## config.mk

```make
export PLATFORM = sky130hd
export DESIGN_NAME = map_tile_writer_flat
export DESIGN_NICKNAME = d
export VERILOG_FILES = /design/src/rtl/map_tile_writer_pkg.sv /design/src/rtl/map_tile_writer_if.sv /design/src/rtl/map_tile_writer_req_fifo.sv /design/src/rtl/map_tile_writer.sv /design/src/flat_wrapper.sv
export SDC_FILE = /design/constraint.sdc
export NUM_CORES = 1
export LEC_CHECK = 0
export CELL_PAD_IN_SITES_DETAIL_PLACEMENT = 0
export CELL_PAD_IN_SITES_GLOBAL_PLACEMENT = 1
export CORE_MARGIN = 1
export CORE_UTILIZATION = 25
export CTS_CLUSTER_SIZE = 10
export DETAILED_ROUTE_END_ITERATION = 10
export PLACE_DENSITY = 0.44
export SYNTH_ARGS = -nofsm -noshare
export SYNTH_HDL_FRONTEND = slang
export SYNTH_SLANG_ARGS = --single-unit
```

## constraint.sdc

```tcl
create_clock -name clk -period 5.05 [get_ports clk]
set_clock_uncertainty 0.15 [all_clocks]
set_input_delay 1.01 -clock clk [delete_from_list [all_inputs] [get_ports clk]]
set_output_delay 1.01 -clock clk [all_outputs]
set_load 0.01 [all_outputs]
```

## src/rtl/map_tile_writer_pkg.sv

```systemverilog
// Shared constants, tile ids, FSM encoding and request payload for the tile-map writer.
package map_pkg;

  localparam int unsigned MAP_ROWS = 14;
  localparam int unsigned MAP_COLS = 212;
  localparam int unsigned ADDR_W   = 12;
  localparam int unsigned ID_W     = 6;
  localparam int unsigned ROW_W    = 4;
  localparam int unsigned COL_W    = 8;
  localparam int unsigned ERR_W    = 8;

  localparam logic [ID_W-1:0] TILE_SKY         = ID_W'(0);
  localparam logic [ID_W-1:0] TILE_BRICK       = ID_W'(1);
  localparam logic [ID_W-1:0] TILE_QBLOCK      = ID_W'(2);
  localparam logic [ID_W-1:0] TILE_USED_QBLOCK = ID_W'(3);

  typedef enum logic [1:0] {
    IDLE  = 2'd0,
    DRAIN = 2'd1,
    FILL  = 2'd2
  } state_e;

  typedef struct packed {
    logic [ROW_W-1:0] row;
    logic [COL_W-1:0] col;
    logic [ID_W-1:0]  id;
  } req_t;

  localparam int unsigned REQ_W = $bits(req_t);

  // 212*row + col as shift-add: 212 = 128 + 64 + 16 + 4
  function automatic logic [ADDR_W-1:0] tile_addr(input logic [ROW_W-1:0] row,
                                                  input logic [COL_W-1:0] col);
    logic [ADDR_W-1:0] r;
    r = ADDR_W'(row);
    return (r << 7) + (r << 6) + (r << 4) + (r << 2) + ADDR_W'(col);
  endfunction

endpackage

```

## src/rtl/map_tile_writer_if.sv

```systemverilog
// Request, fill-command and map-RAM write bundle between game logic and the tile writer.
interface map_tile_writer_if
  import map_pkg::*;
();

  logic              req_valid;
  logic              req_ready;
  logic [ROW_W-1:0]  req_row;
  logic [COL_W-1:0]  req_col;
  logic [ID_W-1:0]   req_id;
  logic              fill_req;
  logic              fill_ready;
  logic [COL_W-1:0]  fill_col;
  logic [ID_W-1:0]   fill_id;
  logic              map_we;
  logic [ADDR_W-1:0] map_waddr;
  logic [ID_W-1:0]   map_wdata;

  modport master (
    output req_valid, req_row, req_col, req_id, fill_req, fill_col, fill_id,
    input  req_ready, fill_ready, map_we, map_waddr, map_wdata
  );

  modport slave (
    input  req_valid, req_row, req_col, req_id, fill_req, fill_col, fill_id,
    output req_ready, fill_ready, map_we, map_waddr, map_wdata
  );

endinterface

```

## src/rtl/map_tile_writer_req_fifo.sv

```systemverilog
// First-word-fall-through request FIFO; a push while full is dropped even if a pop occurs.
module map_req_fifo #(
  parameter int unsigned DEPTH = 8,
  parameter int unsigned WIDTH = 18
) (
  input  logic             clk,
  input  logic             rst,
  input  logic             push,
  input  logic [WIDTH-1:0] wdata,
  input  logic             pop,
  output logic [WIDTH-1:0] rdata,
  output logic             full,
  output logic             empty,
  output logic             last
);

  localparam int unsigned PTR_W = $clog2(DEPTH);

  logic [PTR_W:0]   wr_ptr_q, wr_ptr_d;
  logic [PTR_W:0]   rd_ptr_q, rd_ptr_d;
  logic [PTR_W:0]   count;
  logic [WIDTH-1:0] mem_q [DEPTH];
  logic             push_ok, pop_ok;

  assign count   = wr_ptr_q - rd_ptr_q;
  assign empty   = (count == '0);
  assign full    = (count == (PTR_W+1)'(DEPTH));
  assign last    = (count == (PTR_W+1)'(1));
  assign push_ok = push && !full;
  assign pop_ok  = pop && !empty;
  assign rdata   = mem_q[rd_ptr_q[PTR_W-1:0]];

  always_comb begin
    wr_ptr_d = wr_ptr_q;
    rd_ptr_d = rd_ptr_q;
    if (push_ok) wr_ptr_d = wr_ptr_q + (PTR_W+1)'(1);
    if (pop_ok)  rd_ptr_d = rd_ptr_q + (PTR_W+1)'(1);
  end

  always_ff @(posedge clk or negedge rst) begin
    if (!rst) begin
      wr_ptr_q <= '0;
      rd_ptr_q <= '0;
    end else begin
      wr_ptr_q <= wr_ptr_d;
      rd_ptr_q <= rd_ptr_d;
    end
  end

  // Storage needs no reset; the pointers define validity.
  always_ff @(posedge clk) begin
    if (push_ok) mem_q[wr_ptr_q[PTR_W-1:0]] <= wdata;
  end

endmodule

```

## src/rtl/map_tile_writer.sv

```systemverilog
// Buffers tile updates and column fills, committing them to the map RAM write port
// only inside the commit window (vertical blank by default).
module map_tile_writer
  import map_pkg::*;
#(
  parameter bit          BLANK_ONLY = 1'b1,
  parameter int unsigned FIFO_DEPTH = 8
) (
  input  logic             clk,
  input  logic             rst,
  map_tile_writer_if.slave bus,
  input  logic             blank,
  output logic             busy,
  output logic [ERR_W-1:0] err_cnt
);

  state_e            state_q, state_d;
  logic [ROW_W-1:0]  row_ctr_q, row_ctr_d;
  logic [COL_W-1:0]  fcol_q, fcol_d;
  logic [ID_W-1:0]   fid_q, fid_d;
  logic              map_we_q, map_we_d;
  logic [ADDR_W-1:0] map_waddr_q, map_waddr_d;
  logic [ID_W-1:0]   map_wdata_q, map_wdata_d;
  logic [ERR_W-1:0]  err_cnt_q, err_cnt_d;

  logic       fifo_full, fifo_empty, fifo_last, fifo_pop;
  logic [REQ_W-1:0] fifo_rdata;
  req_t       push_req, head;
  logic       push_ok, commit_ok, err_inc;

  assign push_req  = '{row: bus.req_row, col: bus.req_col, id: bus.req_id};
  assign head      = req_t'(fifo_rdata);
  assign push_ok   = bus.req_valid && !fifo_full;
  assign commit_ok = blank || !BLANK_ONLY;

  map_req_fifo #(
    .DEPTH (FIFO_DEPTH),
    .WIDTH (REQ_W)
  ) u_fifo (
    .clk   (clk),
    .rst   (rst),
    .push  (bus.req_valid),
    .wdata (push_req),
    .pop   (fifo_pop),
    .rdata (fifo_rdata),
    .full  (fifo_full),
    .empty (fifo_empty),
    .last  (fifo_last)
  );

  assign bus.req_ready  = !fifo_full;
  assign bus.fill_ready = (state_q == IDLE);
  assign bus.map_we     = map_we_q;
  assign bus.map_waddr  = map_waddr_q;
  assign bus.map_wdata  = map_wdata_q;
  assign busy           = (state_q != IDLE) || !fifo_empty;
  assign err_cnt        = err_cnt_q;

  // Next-state, write port and error accounting.
  always_comb begin
    state_d     = state_q;
    row_ctr_d   = row_ctr_q;
    fcol_d      = fcol_q;
    fid_d       = fid_q;
    map_we_d    = 1'b0;
    map_waddr_d = map_waddr_q;
    map_wdata_d = map_wdata_q;
    err_cnt_d   = err_cnt_q;
    fifo_pop    = 1'b0;
    err_inc     = 1'b0;

    case (state_q)
      IDLE: begin
        if (bus.fill_req) begin
          if (bus.fill_col < COL_W'(MAP_COLS)) begin
            fcol_d    = bus.fill_col;
            fid_d     = bus.fill_id;
            row_ctr_d = '0;
            state_d   = FILL;
          end else begin
            err_inc = 1'b1;
          end
        end else if (!fifo_empty) begin
          state_d = DRAIN;
        end
      end

      DRAIN: begin
        if (fifo_empty) begin
          state_d = IDLE;
        end else if (commit_ok) begin
          fifo_pop = 1'b1;
          if (head.row < ROW_W'(MAP_ROWS) && head.col < COL_W'(MAP_COLS)) begin
            map_we_d    = 1'b1;
            map_waddr_d = tile_addr(head.row, head.col);
            map_wdata_d = head.id;
          end else begin
            err_inc = 1'b1;
          end
          if (fifo_last && !push_ok) state_d = IDLE;
        end
      end

      FILL: begin
        if (commit_ok) begin
          map_we_d    = 1'b1;
          map_waddr_d = tile_addr(row_ctr_q, fcol_q);
          map_wdata_d = fid_q;
          if (row_ctr_q == ROW_W'(MAP_ROWS - 1)) begin
            row_ctr_d = '0;
            state_d   = IDLE;
          end else begin
            row_ctr_d = row_ctr_q + ROW_W'(1);
          end
        end
      end

      default: state_d = IDLE;
    endcase

    if (err_inc && err_cnt_q != {ERR_W{1'b1}}) err_cnt_d = err_cnt_q + ERR_W'(1);
  end

  always_ff @(posedge clk or negedge rst) begin
    if (!rst) begin
      state_q     <= IDLE;
      row_ctr_q   <= '0;
      fcol_q      <= '0;
      fid_q       <= '0;
      map_we_q    <= 1'b0;
      map_waddr_q <= '0;
      map_wdata_q <= '0;
      err_cnt_q   <= '0;
    end else begin
      state_q     <= state_d;
      row_ctr_q   <= row_ctr_d;
      fcol_q      <= fcol_d;
      fid_q       <= fid_d;
      map_we_q    <= map_we_d;
      map_waddr_q <= map_waddr_d;
      map_wdata_q <= map_wdata_d;
      err_cnt_q   <= err_cnt_d;
    end
  end

endmodule
```

## src/flat_wrapper.sv

```systemverilog
// flat-port wrapper written by rule: the top's interface ports become plain ports
module map_tile_writer_flat import map_pkg::*;
#(
  parameter bit          BLANK_ONLY = 1'b1,
  parameter int unsigned FIFO_DEPTH = 8
)
  (clk, rst, blank, busy, err_cnt, bus_req_valid, bus_req_row, bus_req_col, bus_req_id, bus_fill_req, bus_fill_col, bus_fill_id, bus_req_ready, bus_fill_ready, bus_map_we, bus_map_waddr, bus_map_wdata);
  map_tile_writer_if bus_i ();
  input  logic clk;
  input  logic rst;
  input  logic blank;
  output logic busy;
  output logic [ERR_W-1:0] err_cnt;
  input wire logic [$bits(bus_i.req_valid)-1:0] bus_req_valid;
  input wire logic [$bits(bus_i.req_row)-1:0] bus_req_row;
  input wire logic [$bits(bus_i.req_col)-1:0] bus_req_col;
  input wire logic [$bits(bus_i.req_id)-1:0] bus_req_id;
  input wire logic [$bits(bus_i.fill_req)-1:0] bus_fill_req;
  input wire logic [$bits(bus_i.fill_col)-1:0] bus_fill_col;
  input wire logic [$bits(bus_i.fill_id)-1:0] bus_fill_id;
  output wire logic [$bits(bus_i.req_ready)-1:0] bus_req_ready;
  output wire logic [$bits(bus_i.fill_ready)-1:0] bus_fill_ready;
  output wire logic [$bits(bus_i.map_we)-1:0] bus_map_we;
  output wire logic [$bits(bus_i.map_waddr)-1:0] bus_map_waddr;
  output wire logic [$bits(bus_i.map_wdata)-1:0] bus_map_wdata;
  assign bus_i.req_valid = bus_req_valid;
  assign bus_i.req_row = bus_req_row;
  assign bus_i.req_col = bus_req_col;
  assign bus_i.req_id = bus_req_id;
  assign bus_i.fill_req = bus_fill_req;
  assign bus_i.fill_col = bus_fill_col;
  assign bus_i.fill_id = bus_fill_id;
  assign bus_req_ready = bus_i.req_ready;
  assign bus_fill_ready = bus_i.fill_ready;
  assign bus_map_we = bus_i.map_we;
  assign bus_map_waddr = bus_i.map_waddr;
  assign bus_map_wdata = bus_i.map_wdata;
  map_tile_writer #(.BLANK_ONLY(BLANK_ONLY), .FIFO_DEPTH(FIFO_DEPTH)) u_core (.clk(clk), .rst(rst), .bus(bus_i), .blank(blank), .busy(busy), .err_cnt(err_cnt));
endmodule
```

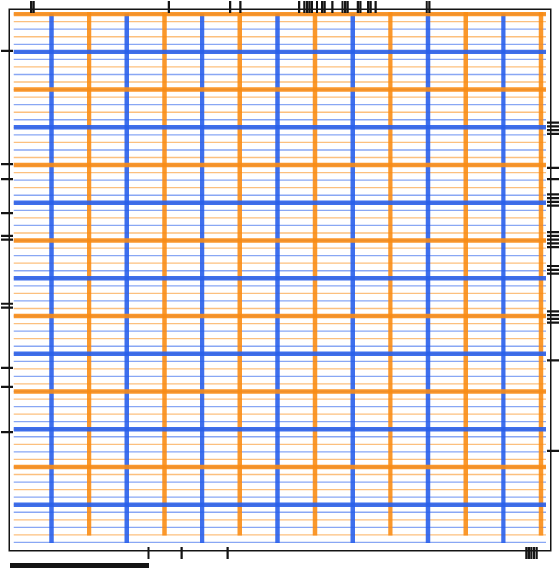
Figure 1: run 1, floorplan with the power grid.
Bar = 50 um. Pins as bars on the die edge.
legend:
  orange:
    net: VDD
  blue:
    net: VSS
met5 straps: 14
rows: 70
vertical die dimension: 195 um
CORE AREA: 36500 sq um

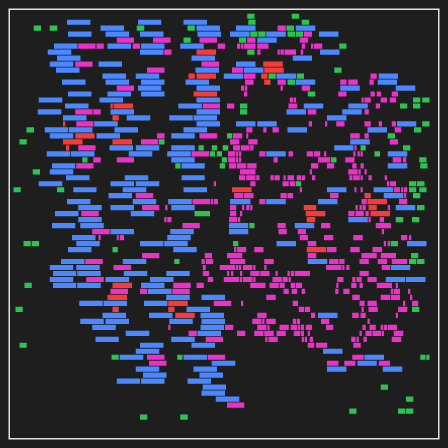
Figure 2: run 1, cells colored by class.
legend:
  blue:
    class: flops
    cells: 199
    share_of_their_area: 54%
  magenta:
    class: all other logic
    cells: 360
    share_of_their_area: 33%
  green:
    class: other buffers and delay cells
    cells: 88
    share_of_their_area: 7.8%
  red:
    class: clock drivers and dummy loads
    cells: 31
    share_of_their_area: 5.3%
placement row count: 70
Final Instance Area: 11200 sq um

==> notes.md, run 1 <==
flow finished, numbers: Netlist cell types 52, number of global-route vias before repair 5402, routed length per placed instance between 15 and 20 um, OpenROAD warnings 32, status finished clean, setup fix buffers added after clock tree synthesis 0, DR pass1 iterations 4, hold path cells 1, worst reg-to-reg path cell count 15, cell accounting for the most synthesized area edfxtp_1, Post-Place Cells 1115, endpoint arrival time on the critical path 4.76 ns, highest clock frequency the design can meet 0.218 GHz, number of cells produced by synthesis 578, # diodes 0, total global routing track utilization 0.121, Setup CP Type register to register, Hold Crit Start u_core.u_fifo.rd_ptr_q[3], Max Cap Viol 0, buffering stage count on the worst path with inverters included 2, Mapped Avg Cell Area 16.0 sq um, Synth Flop Type edfxtp_1, RSZ-0062 raised after global routing false, count of pins over their slew limit 0, family with the most delay on the worst path adder cells, met3 wire length 662 um, capturing instance or port of the critical path u_core.bus.map_waddr[11], post-route met1 wirelength 10500 um, Synth Seq Share 0.615, HPWL Detailed 15100 um, Post-Syn Nets 675, number of buffers inserted for hold repair after clock tree synthesis 0, Finished Layout Cells 1146, total cell area reported by yosys after synthesis 9270 sq um, worst slack at placement 0.470 ns, worst hold path type register to register, Tcrit/Tclk final 0.908, worst-case headroom to the max-slew limit 0.460, Min Clock Period, post-route around 4.6 ns, antenna violation net count after detailed routing 0, hold endpoint u_core.u_fifo.rd_ptr_q[3], top cells, area edfxtp_1 47%, dfrtp_1 15%, mux4_2 8.7%, ha_1 6.3%, mux2_2 3.5%, area fraction of the dominant cell type after synthesis 0.466, CP Max Fanout 18, CP Depth 15, Resized Gates After CTS 0, Critical R2R Capture u_core.bus.map_waddr[11], number of buffers on the longest clock path 2, endpoint class of the critical path register, Yosys reg bits around 200, final count of hold timing violations 0, number of antenna violations at the first check in global routing 1, initial detailed-routing violation count around 170, number of cells in the yosys synthesis report 578, top logic cell by instance count in the layout edfxtp_1, setup TNS 0 ns, horizontal die dimension slightly below 200 um, overflow left after global routing 0, r2r setup slk 0.47 ns, die area 37900 sq um, final WL between 20000 and 25000 um, EDFF count, synth 144
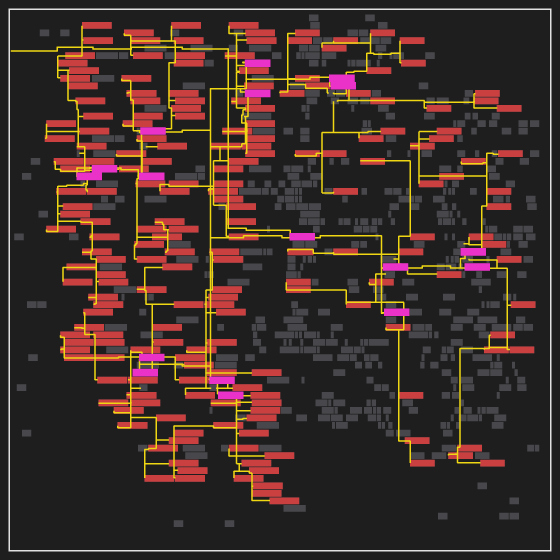
Figure 3: run 1, clock distribution.
legend:
  red:
    item: flip-flops
    count: 199
  yellow:
    item: clock wires
    length: 2530 um
  magenta:
    item: cells driving clock nets
    count: 17
flops lie: widely spread
routed clock nets: 18
Worst-Skew Late Latency: 0.44 ns

[run 1: Yosys cell counts (2+ instances only)]
cell      instances
and4_1            2
mux4_2           36
nor3_1            7
buf_2             7
o21a_1            3
o22ai_1           2
buf_4             2
mux2_4           10
clkbuf_1          6
and2_1            5
inv_1            34
buf_1             3
xor2_1            9
dfrtp_1          55
nand4_1           5
o211ai_1          2
mux2_2           29
ha_1             47
a21oi_1          10
xnor2_1          17
nor2_1           21
mux2i_1          14
o21ai_0          17
a21o_1            3
a22o_1            2
nand3_1           9
edfxtp_1        144
o22a_1            3
nor2b_1           2
a211oi_1          5
nand2b_1          2
nand2_1          29
o21bai_1          3
nor4_1            3
fa_1             13
[run 1: worst reg2reg max path: stages (launching register included)]
cell	delay [ns]
dfrtp_2	0.53
buf_12	0.23
mux4_2	0.53
nand2_1	0.08
and2_1	0.28
fa_1	0.48
inv_1	0.09
fa_1	0.42
ha_1	0.34
o21ai_0	0.13
o21bai_1	0.11
a2111oi_0	0.46
nor3_1	0.13
xnor2_1	0.16
mux2i_1	0.08
mux2_2	0.26
[run 1: per-stage QoR]
| step | cell area (sq um) | util |
|---|---|---|
| 6_report | 11200 | 0.307 |
| 5_1_grt | 11200 | 0.307 |
| 4_1_cts | 11200 | 0.307 |
| 3_5_place_dp | 10600 | 0.291 |
| 3_3_place_gp | 10600 | 0.291 |
| 2_1_floorplan | 9270 | - |
[run 1: cell families after synthesis]
logic type	Yosys count	synth area share
adders and majority gates	60	0.0915
and+or+nand+nor	88	0.0448
AOI/OAI and AO/OA	62	0.0461
muxes	89	0.154
xor gates and xnor gates	26	0.0246
buffers and inverters	54	0.0244
DFF	199	0.615
[run 1: cell type report]
class                           count  area share
Timing Repair Buffer               88      0.0744
Tap cell                          468      0.0523
Sequential cell                   199       0.509
Multi-Input combinational cell    325       0.302
Clock buffer                       18      0.0383
Clock inverter                     13      0.0124
Inverter                           35      0.0117
[run 1: metal layers]
layer,track usage,vias to the layer above
li1,-,2366
met1,0.163,2577
met2,0.197,80
met3,0.0250,15
met4,0.0300,0
met5,0,-
[run 1: sequential cells by signal (all words and copies together) (netlist names)]
name                    flops
u_core.bus.map_we           1
u_core.u_fifo.rd_ptr_q      4
u_core.row_ctr_q            4
u_core.u_fifo.mem_q       144
u_core.bus.map_wdata        6
u_core.fid_q                6
u_core.u_fifo.wr_ptr_q      4
u_core.fcol_q               8
u_core.err_cnt              8
u_core.state_q              2
u_core.bus.map_waddr       12
## Run 2: what changed since run 1
--- a/config.mk
+++ b/config.mk
@@ -5,13 +5,15 @@
 export SDC_FILE = /design/constraint.sdc
 export NUM_CORES = 1
 export LEC_CHECK = 0
+export CAP_MARGIN = 0
 export CELL_PAD_IN_SITES_DETAIL_PLACEMENT = 0
 export CELL_PAD_IN_SITES_GLOBAL_PLACEMENT = 1
+export CORE_ASPECT_RATIO = 1.25
 export CORE_MARGIN = 1
 export CORE_UTILIZATION = 25
 export CTS_CLUSTER_SIZE = 10
 export DETAILED_ROUTE_END_ITERATION = 10
-export PLACE_DENSITY = 0.44
+export PLACE_DENSITY = 0.45
 export SYNTH_ARGS = -nofsm -noshare
 export SYNTH_HDL_FRONTEND = slang
 export SYNTH_SLANG_ARGS = --single-unit
==> constraint.sdc (replaced) <==
create_clock -name clk -period 3.75 [get_ports clk]
set_clock_uncertainty 0.15 [all_clocks]
set_input_delay 0.75 -clock clk [delete_from_list [all_inputs] [get_ports clk]]
set_output_delay 0.75 -clock clk [all_outputs]
set_load 0.01 [all_outputs]
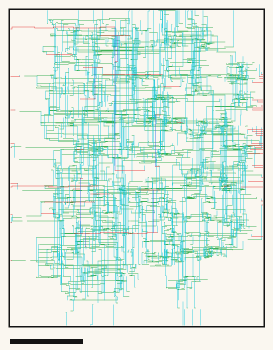
Figure 4: run 2, wiring by layer.
Bar = 50 um.
legend:
  green:
    layer: met1
    wire_length: 9850 um
  red:
    layer: met3
    wire_length: 609 um
  blue:
    layer: met4
    wire_length: 250 um
  cyan:
    layer: met2
    wire_length: 11000 um
routed length per placed instance: 18.0 um
final WL: 21700 um
total global routing track utilization: 0.120

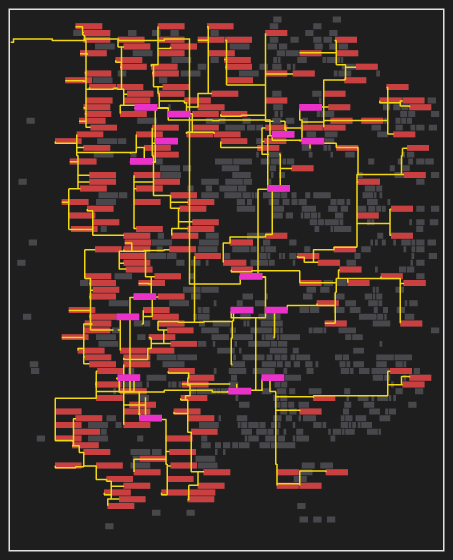
Figure 5: run 2, clock distribution.
legend:
  magenta:
    item: cells driving clock nets
    count: 17
  red:
    item: flip-flops
    count: 199
  yellow:
    item: clock wires
    length: 2620 um
routed clock nets: 18
flops lie: widely spread

==> run 2 against run 1 <==
  * Maximum frequency is 10% higher
  * First-iteration DRC count is 52% higher
  * Synthesized cell count stayed put
  * Worst hold slack worse by 0.26 ns
  * The run now ends with negative setup slack left
  * Count of clock-buffer cells in the layout is 1 lower
  * Cell count is 5.4% higher
  * Sequential share of layout area is 3.6 points lower
  * Core utilization is 2.4 points higher
==> notes.md, run 2 <==
flow finished, numbers: status finished with violations (was finished clean), violations in the final reports negative setup slack, Final Instance Area 12100 sq um (was 11200 sq um), io pins 67 (unchanged), Final Wtd Congestion 0.738 (was 0.733), Post-Syn Nets 675 (unchanged), setup slack of the critical path after layout -0.404 ns (was 0.466 ns), top cells, area edfxtp_1 47%, dfrtp_1 15%, mux4_2 8.7%, ha_1 6.3%, mux2_2 3.5% (unchanged), # diodes 0 (unchanged), Yosys reg bits 199 (unchanged), initial detailed-routing violation count 260 (was 171), highest clock frequency the design can meet 0.241 GHz (was 0.218 GHz), total cell area reported by yosys after synthesis 9270 sq um (unchanged), final setup vio count 4 (was 0), DR pass1 iterations 5 (was 4), number of global-route vias before repair 5623 (was 5402), highest-count cells in the layout ignoring fill and taps 144 x edfxtp_1, 63 x clkdlybuf4s50_1, 53 x dfrtp_1 (was 144 x edfxtp_1, 65 x clkdlybuf4s50_1, 54 x dfrtp_1), area post-placement 11100 sq um (was 10600 sq um), number of antenna violations at the first check in global routing 0 (was 1), clk root buf clkbuf_16 (unchanged), endpoint class of the critical path register (unchanged), Netlist cell types 52 (unchanged), share of layout cells above drive strength 1 0.306 (was 0.204), CP Launch Type register (unchanged), endpoint arrival time on the critical path 4.33 ns (was 4.76 ns), OpenROAD warnings 35 (was 32), RSZ-0062 raised after global routing true (was false), Min Clock Period, post-route 4.15 ns (was 4.58 ns), Worst-Skew Late Latency 0.44 ns (about the same), Post-Place Cells 1163 (was 1115), final count of hold timing violations 0 (unchanged), number of cells in the yosys synthesis report 578 (unchanged), Setup CP Type register to register (unchanged), flip-flop count of the largest register, all copies and words added 144 (unchanged), CORE AREA 36400 sq um (was 36500 sq um), total number of yosys warnings 0 (unchanged), EDFF count, synth 144 (unchanged), die area 37900 sq um (about the same), horizontal die dimension 174 um (was 195 um), Tcrit/Tclk final 1.11 (was 0.908), overflow left after global routing 0 (unchanged), area fraction of the dominant cell type after synthesis 0.466 (unchanged), vertical die dimension 217 um (was 195 um), worst-case headroom to the max-slew limit 0.579 (was 0.460), antenna violation net count after detailed routing 0 (unchanged), Worst EP required 3.93 ns (was 5.23 ns), Max Cap Viol 0 (unchanged), worst hold path type input port to asynchronous set/reset pin (was register to register), Synth Seq Share 0.615 (unchanged), HPWL Detailed 15000 um (was 15100 um), list of most frequent post-synthesis cells 144 x edfxtp_1, 55 x dfrtp_1, 47 x ha_1 (unchanged), Synth Flop Type edfxtp_1 (unchanged), number of cells produced by synthesis 578 (unchanged), cell accounting for the most synthesized area edfxtp_1 (unchanged), most common cell in the netlist edfxtp_1 (unchanged), Mapped Avg Cell Area 16.0 sq um (unchanged), Finished Layout Cells 1208 (was 1146), count of pins over their slew limit 0 (unchanged), top logic cell by instance count in the layout edfxtp_1 (unchanged), CP Max Fanout 6 (was 18), number of buffers on the longest clock path 2 (unchanged)
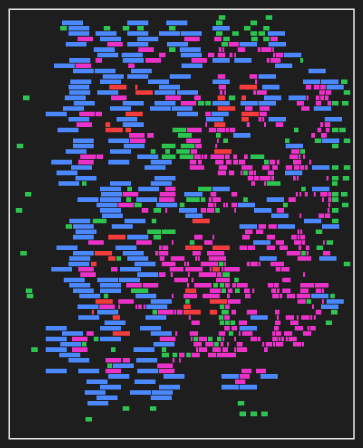
Figure 6: run 2, cells colored by class.
legend:
  green:
    class: other buffers and delay cells
    cells: 137
    share_of_their_area: 12%
  magenta:
    class: all other logic
    cells: 360
    share_of_their_area: 33%
  blue:
    class: flops
    cells: 199
    share_of_their_area: 50%
  red:
    class: clock drivers and dummy loads
    cells: 32
    share_of_their_area: 5.0%
fraction of standard cell area that is sequential: 0.473
final core utilization: 0.331
placement row count: 78

## run 2: cell types whose count changed in the layout (fill, tap and decap cells not counted), sizes merged
cell,before,now
bufinv,1,0
buf,23,71
clkdlybuf4s50,65,63
inv,39,42
dlygate4sd2,0,2
clkinv,8,6
clkinvlp,0,2
## run 2: logic make-up (layout without fill, tap and decap cells)
group / Yosys count / in the layout / share of synthesized area
flip-flops: 199 / 199 / 0.615
buffers and inverters: 54 / 204 / 0.0244
XOR/XNOR: 26 / 26 / 0.0246
adder cells (fa/ha/maj): 60 / 60 / 0.0915
AND/OR/NAND/NOR: 88 / 88 / 0.0448
AND-OR/OR-AND: 62 / 62 / 0.0461
multiplexers: 89 / 89 / 0.154
## run 2: worst max-delay path, stage by stage, from the launching register on
cell       delay (ns)
dfrtp_2          0.50
buf_12           0.17
buf_6            0.09
mux4_2           0.51
mux2i_2          0.19
fa_1             0.45
inv_2            0.07
fa_1             0.45
ha_4             0.28
o21ai_4          0.07
o21bai_4         0.09
a2111oi_4        0.37
nor3_2           0.09
xnor2_1          0.18
mux2i_1          0.10
mux2_4           0.28
## run 2: area by class of cell
| type | count | area [sq um] |
|---|---|---|
| Clock buffer | 17 | 425 |
| Clock inverter | 15 | 151 |
| Fill cell | 3538 | 24400 |
| Inverter | 35 | 131 |
| Multi-Input combinational cell | 325 | 3640 |
| Sequential cell | 199 | 5700 |
| Tap cell | 480 | 601 |
| Timing Repair Buffer | 137 | 1400 |
## run 2: per-layer routing
metal / track usage / vias up / share of wire / wire length, um
met4: 0.0357 / 0 / 0.011 / 249
met3: 0.0217 / 16 / 0.028 / 609
met5: 0 / - / 0 / 0
met1: 0.153 / 2630 / 0.45 / 9850
met2: 0.207 / 74 / 0.51 / 11000
li1: - / 2461 / - / -
## run 2: final timing paths
path                                                  to  slack (ns)  cells past startpoint
worst min register to register         u_core.err_cnt[5]        0.34                      1
min in group clk                       u_core.err_cnt[5]        0.34                      1
worst max register to register  u_core.bus.map_waddr[11]       -0.40                     15
worst min-delay path                     u_core.fid_q[4]        0.08                      1
max in group asynchronous        u_core.bus.map_waddr[8]        2.48                      2
worst max-delay path            u_core.bus.map_waddr[11]       -0.40                     15
## run 2: per-stage QoR
step / utilization / setup slack, ns / hold slack, ns / setup TNS [ns]
after global placement: 0.305 / -0.448 / 0.327 / -1.00
after floorplan: - / -0.387 / 0.304 / -32.38
after global routing: 0.331 / -0.570 / 0.0840 / -2.20
after CTS: 0.324 / -0.380 / 0.0637 / -1.11
final: 0.331 / -0.404 / 0.0779 / -1.12
after detailed placement: 0.305 / -0.458 / 0.332 / -1.02
## run 2: repair_timing
item	4_1_cts	5_1_grt
hold buffers	0	0
cloned	0	1
resized	14	33
pin swaps	1	18
buffers inserted	6	6
endpoints found under the setup margin	7	8
## Run 3: what changed since run 2
==> constraint.sdc (replaced) <==
create_clock -name clk -period 3.8 [get_ports clk]
set_clock_uncertainty 0.15 [all_clocks]
set_input_delay 0.76 -clock clk [delete_from_list [all_inputs] [get_ports clk]]
set_output_delay 0.76 -clock clk [all_outputs]
set_load 0.01 [all_outputs]
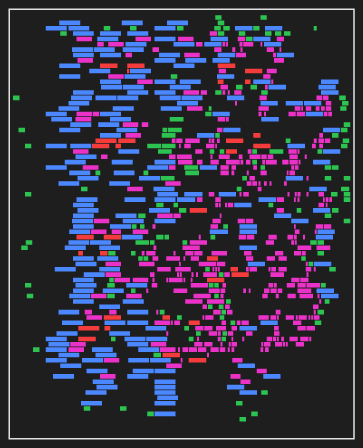
Figure 7: run 3, cells colored by class.
legend:
  magenta:
    class: all other logic
    cells: 360
    share_of_their_area: 33%
  green:
    class: other buffers and delay cells
    cells: 136
    share_of_their_area: 12%
  blue:
    class: flops
    cells: 199
    share_of_their_area: 50%
  red:
    class: clock drivers and dummy loads
    cells: 32
    share_of_their_area: 5.5%
CORE AREA: 36400 sq um
final core utilization: 0.330

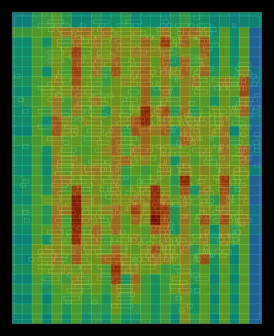
Figure 8: run 3, track usage over the die.
routed length per placed instance: 18.3 um
total global routing track utilization: 0.124

==> run 3 against run 2 <==
  * Core utilization fell by 0.086 points
  * Count of clock-buffer cells in the layout did not move
  * Critical endpoint unchanged
  * Via count rose by 0.77%
  * The run still ends with negative setup slack left
  * Sequential share of layout area rose by 0.13 points
  * Critical path depth fell by 1
  * Global-route usage rose by 0.39 points
  * Worst hold slack improved by 0.11 ns
  * Cell area fell by 0.26%
  * Critical path type unchanged
  * Routed wire length rose by 1.7%
  * Area after synthesis did not move
  * Non-clock buffer count fell by 1
  * Highest routed layer unchanged
  * Maximum frequency rose by 4.1%
==> notes.md, run 3 <==
flow finished, numbers: status finished with violations (unchanged), violations in the final reports negative setup slack (unchanged), CP Max Fanout 5 (was 6), setup slack of the critical path after layout -0.191 ns (was -0.404 ns), clk root buf clkbuf_16 (unchanged), Mapped Avg Cell Area 16.0 sq um (unchanged), number of cells produced by synthesis 578 (unchanged), HPWL Detailed 15400 um (was 15000 um), flip-flop count of the largest register, all copies and words added 144 (unchanged), synthesized-area fraction occupied by adder cells 0.0915 (unchanged), count of pins over their slew limit 0 (unchanged), Final Wtd Congestion 0.754 (was 0.738), dominant kind of combinational cell multiplexers (unchanged), setup TNS -0.469 ns (was -1.12 ns), area fraction of the dominant cell type after synthesis 0.466 (unchanged), number of antenna violations at the first check in global routing 0 (unchanged), Min Clock Period, post-route 3.99 ns (was 4.15 ns), list of most frequent post-synthesis cells 144 x edfxtp_1, 55 x dfrtp_1, 47 x ha_1 (unchanged), Tcrit/Tclk final 1.05 (was 1.11), highest-count cells in the layout ignoring fill and taps 144 x edfxtp_1, 63 x clkdlybuf4s50_1, 52 x dfrtp_1 (was 144 x edfxtp_1, 63 x clkdlybuf4s50_1, 53 x dfrtp_1), most common cell in the netlist edfxtp_1 (unchanged), Filler Cell Count 3554 (was 3538), top cells, area edfxtp_1 47%, dfrtp_1 15%, mux4_2 8.7%, ha_1 6.3%, mux2_2 3.5% (unchanged), cell accounting for the most synthesized area edfxtp_1 (unchanged), final count of hold timing violations 0 (unchanged), highest clock frequency the design can meet 0.251 GHz (was 0.241 GHz), total cell area reported by yosys after synthesis 9270 sq um (unchanged), DR pass1 iterations 4 (was 5), Worst EP required 3.99 ns (was 3.93 ns), Max Cap Viol 0 (unchanged), Post-Syn Nets 675 (unchanged), EDFF count, synth 144 (unchanged), io pins 67 (unchanged), Synth mux share 0.154 (unchanged), Synth Seq Share 0.615 (unchanged), OpenROAD warnings 35 (unchanged), Yosys reg bits 199 (unchanged), number of buffers inserted for hold repair after clock tree synthesis 0 (unchanged), area post-placement 11100 sq um (about the same), share of layout cells above drive strength 1 0.307 (was 0.306), worst-case headroom to the max-slew limit 0.522 (was 0.579), top logic cell by instance count in the layout edfxtp_1 (unchanged), antenna violation net count after detailed routing 0 (unchanged), initial detailed-routing violation count 168 (was 260), # diodes 0 (unchanged), AO/OA Area Share 0.0461 (unchanged), post-synthesis simple-gate area fraction 0.0448 (unchanged), Worst-Skew Late Latency 0.45 ns (was 0.44 ns), number of global-route vias before repair 5724 (was 5623), die area 37900 sq um (unchanged), Sinks on Clock Net 199 (unchanged), endpoint class of the critical path register (unchanged), overflow left after global routing 0 (unchanged), endpoint arrival time on the critical path 4.18 ns (was 4.33 ns), RSZ-0062 raised after global routing true (unchanged), total number of yosys warnings 0 (unchanged), Setup CP Type register to register (unchanged), worst hold path type input port to asynchronous set/reset pin (unchanged), Hold WS 0.183 ns (was 0.0779 ns), number of buffers on the longest clock path 2 (unchanged), CP Launch Type register (unchanged), final WL 22100 um (was 21700 um), number of cells in the yosys synthesis report 578 (unchanged), final setup vio count 4 (unchanged), Final Instance Area 12000 sq um (was 12100 sq um), Netlist cell types 52 (unchanged)
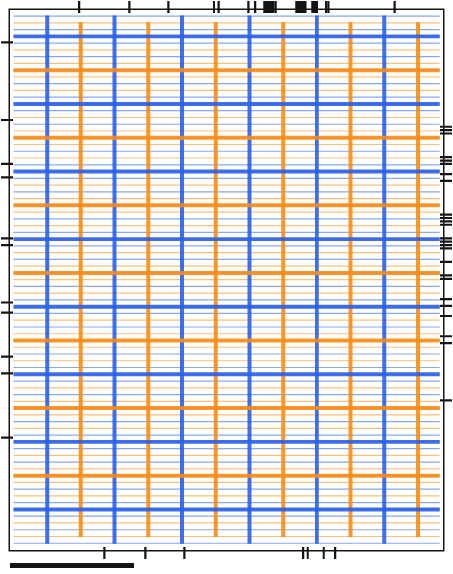
Figure 9: run 3, floorplan with the power grid.
Bar = 50 um. Pins as bars on the die edge.
legend:
  blue:
    net: VSS
  orange:
    net: VDD
signal pins: 67
rows: 78
met5 straps: 15
vertical die dimension: 217 um
horizontal die dimension: 174 um

[run 3: cell families (layout without fill, tap and decap cells)]
logic type | Yosys count | count (layout)
muxes | 89 | 89
xor gates and xnor gates | 26 | 26
and+or+nand+nor | 88 | 88
AOI/OAI and AO/OA | 62 | 62
buffers and inverters | 54 | 203
DFF | 199 | 199
adders and majority gates | 60 | 60
[run 3: worst max-delay path, cell delays in order, from the launching register on]
cell	delay (ns)
dfrtp_2	0.48
mux4_2	0.53
mux2_2	0.30
inv_1	0.11
fa_1	0.42
inv_1	0.08
fa_2	0.47
ha_4	0.24
o21ai_4	0.06
o21bai_2	0.10
a2111oi_2	0.29
nor3_1	0.10
xnor2_1	0.20
mux2i_1	0.10
mux2_2	0.27
[run 3: per-stage QoR]
stage / instances / setup slack [ns]
after floorplan: 578 / -0.346
after global placement: 1165 / -0.402
after detailed placement: 1165 / -0.567
after CTS: 1203 / -0.351
after global routing: 1207 / -0.350
final: 1207 / -0.191
[run 3: metal layers]
metal / global-route usage / vias up / wire, um / share of wire
li1: - / 2462 / - / -
met1: 0.154 / 2684 / 9830 / 0.44
met2: 0.215 / 60 / 11500 / 0.52
met3: 0.0239 / 15 / 487 / 0.022
met4: 0.0430 / 0 / 326 / 0.015
met5: 0 / - / 0 / 0
[run 3: worst paths after layout]
check | startpoint | end | slack, ns | cells past startpoint
min reg2reg | u_core.u_fifo.wr_ptr_q[3] | u_core.u_fifo.wr_ptr_q[3] | 0.35 | 1
max in group asynchronous | rst | u_core.u_fifo.rd_ptr_q[2] | 2.44 | 2
min | rst | u_core.fid_q[1] | 0.18 | 1
max | u_core.u_fifo.rd_ptr_q[0] | u_core.bus.map_waddr[11] | -0.19 | 14
min in group clk | u_core.u_fifo.wr_ptr_q[3] | u_core.u_fifo.wr_ptr_q[3] | 0.35 | 1
max reg2reg | u_core.u_fifo.rd_ptr_q[0] | u_core.bus.map_waddr[11] | -0.19 | 14
[run 3: cell type report]
| class | count | area [sq um] | share of cell area |
|---|---|---|---|
| Timing Repair Buffer | 136 | 1350 | 0.112 |
| Inverter | 35 | 133 | 0.0110 |
| Tap cell | 480 | 601 | 0.0500 |
| Clock inverter | 15 | 200 | 0.0167 |
| Clock buffer | 17 | 425 | 0.0354 |
| Sequential cell | 199 | 5700 | 0.475 |
| Multi-Input combinational cell | 325 | 3610 | 0.300 |
[run 3: what timing repair did]
item / 4_1_cts / 5_1_grt
pin swaps: 17 / 17
setup buffers: 6 / 4
gates resized: 30 / 18
gates cloned: 0 / 0
endpoints found under the setup margin: 8 / 8
endpoints found under the hold margin: 0 / 0
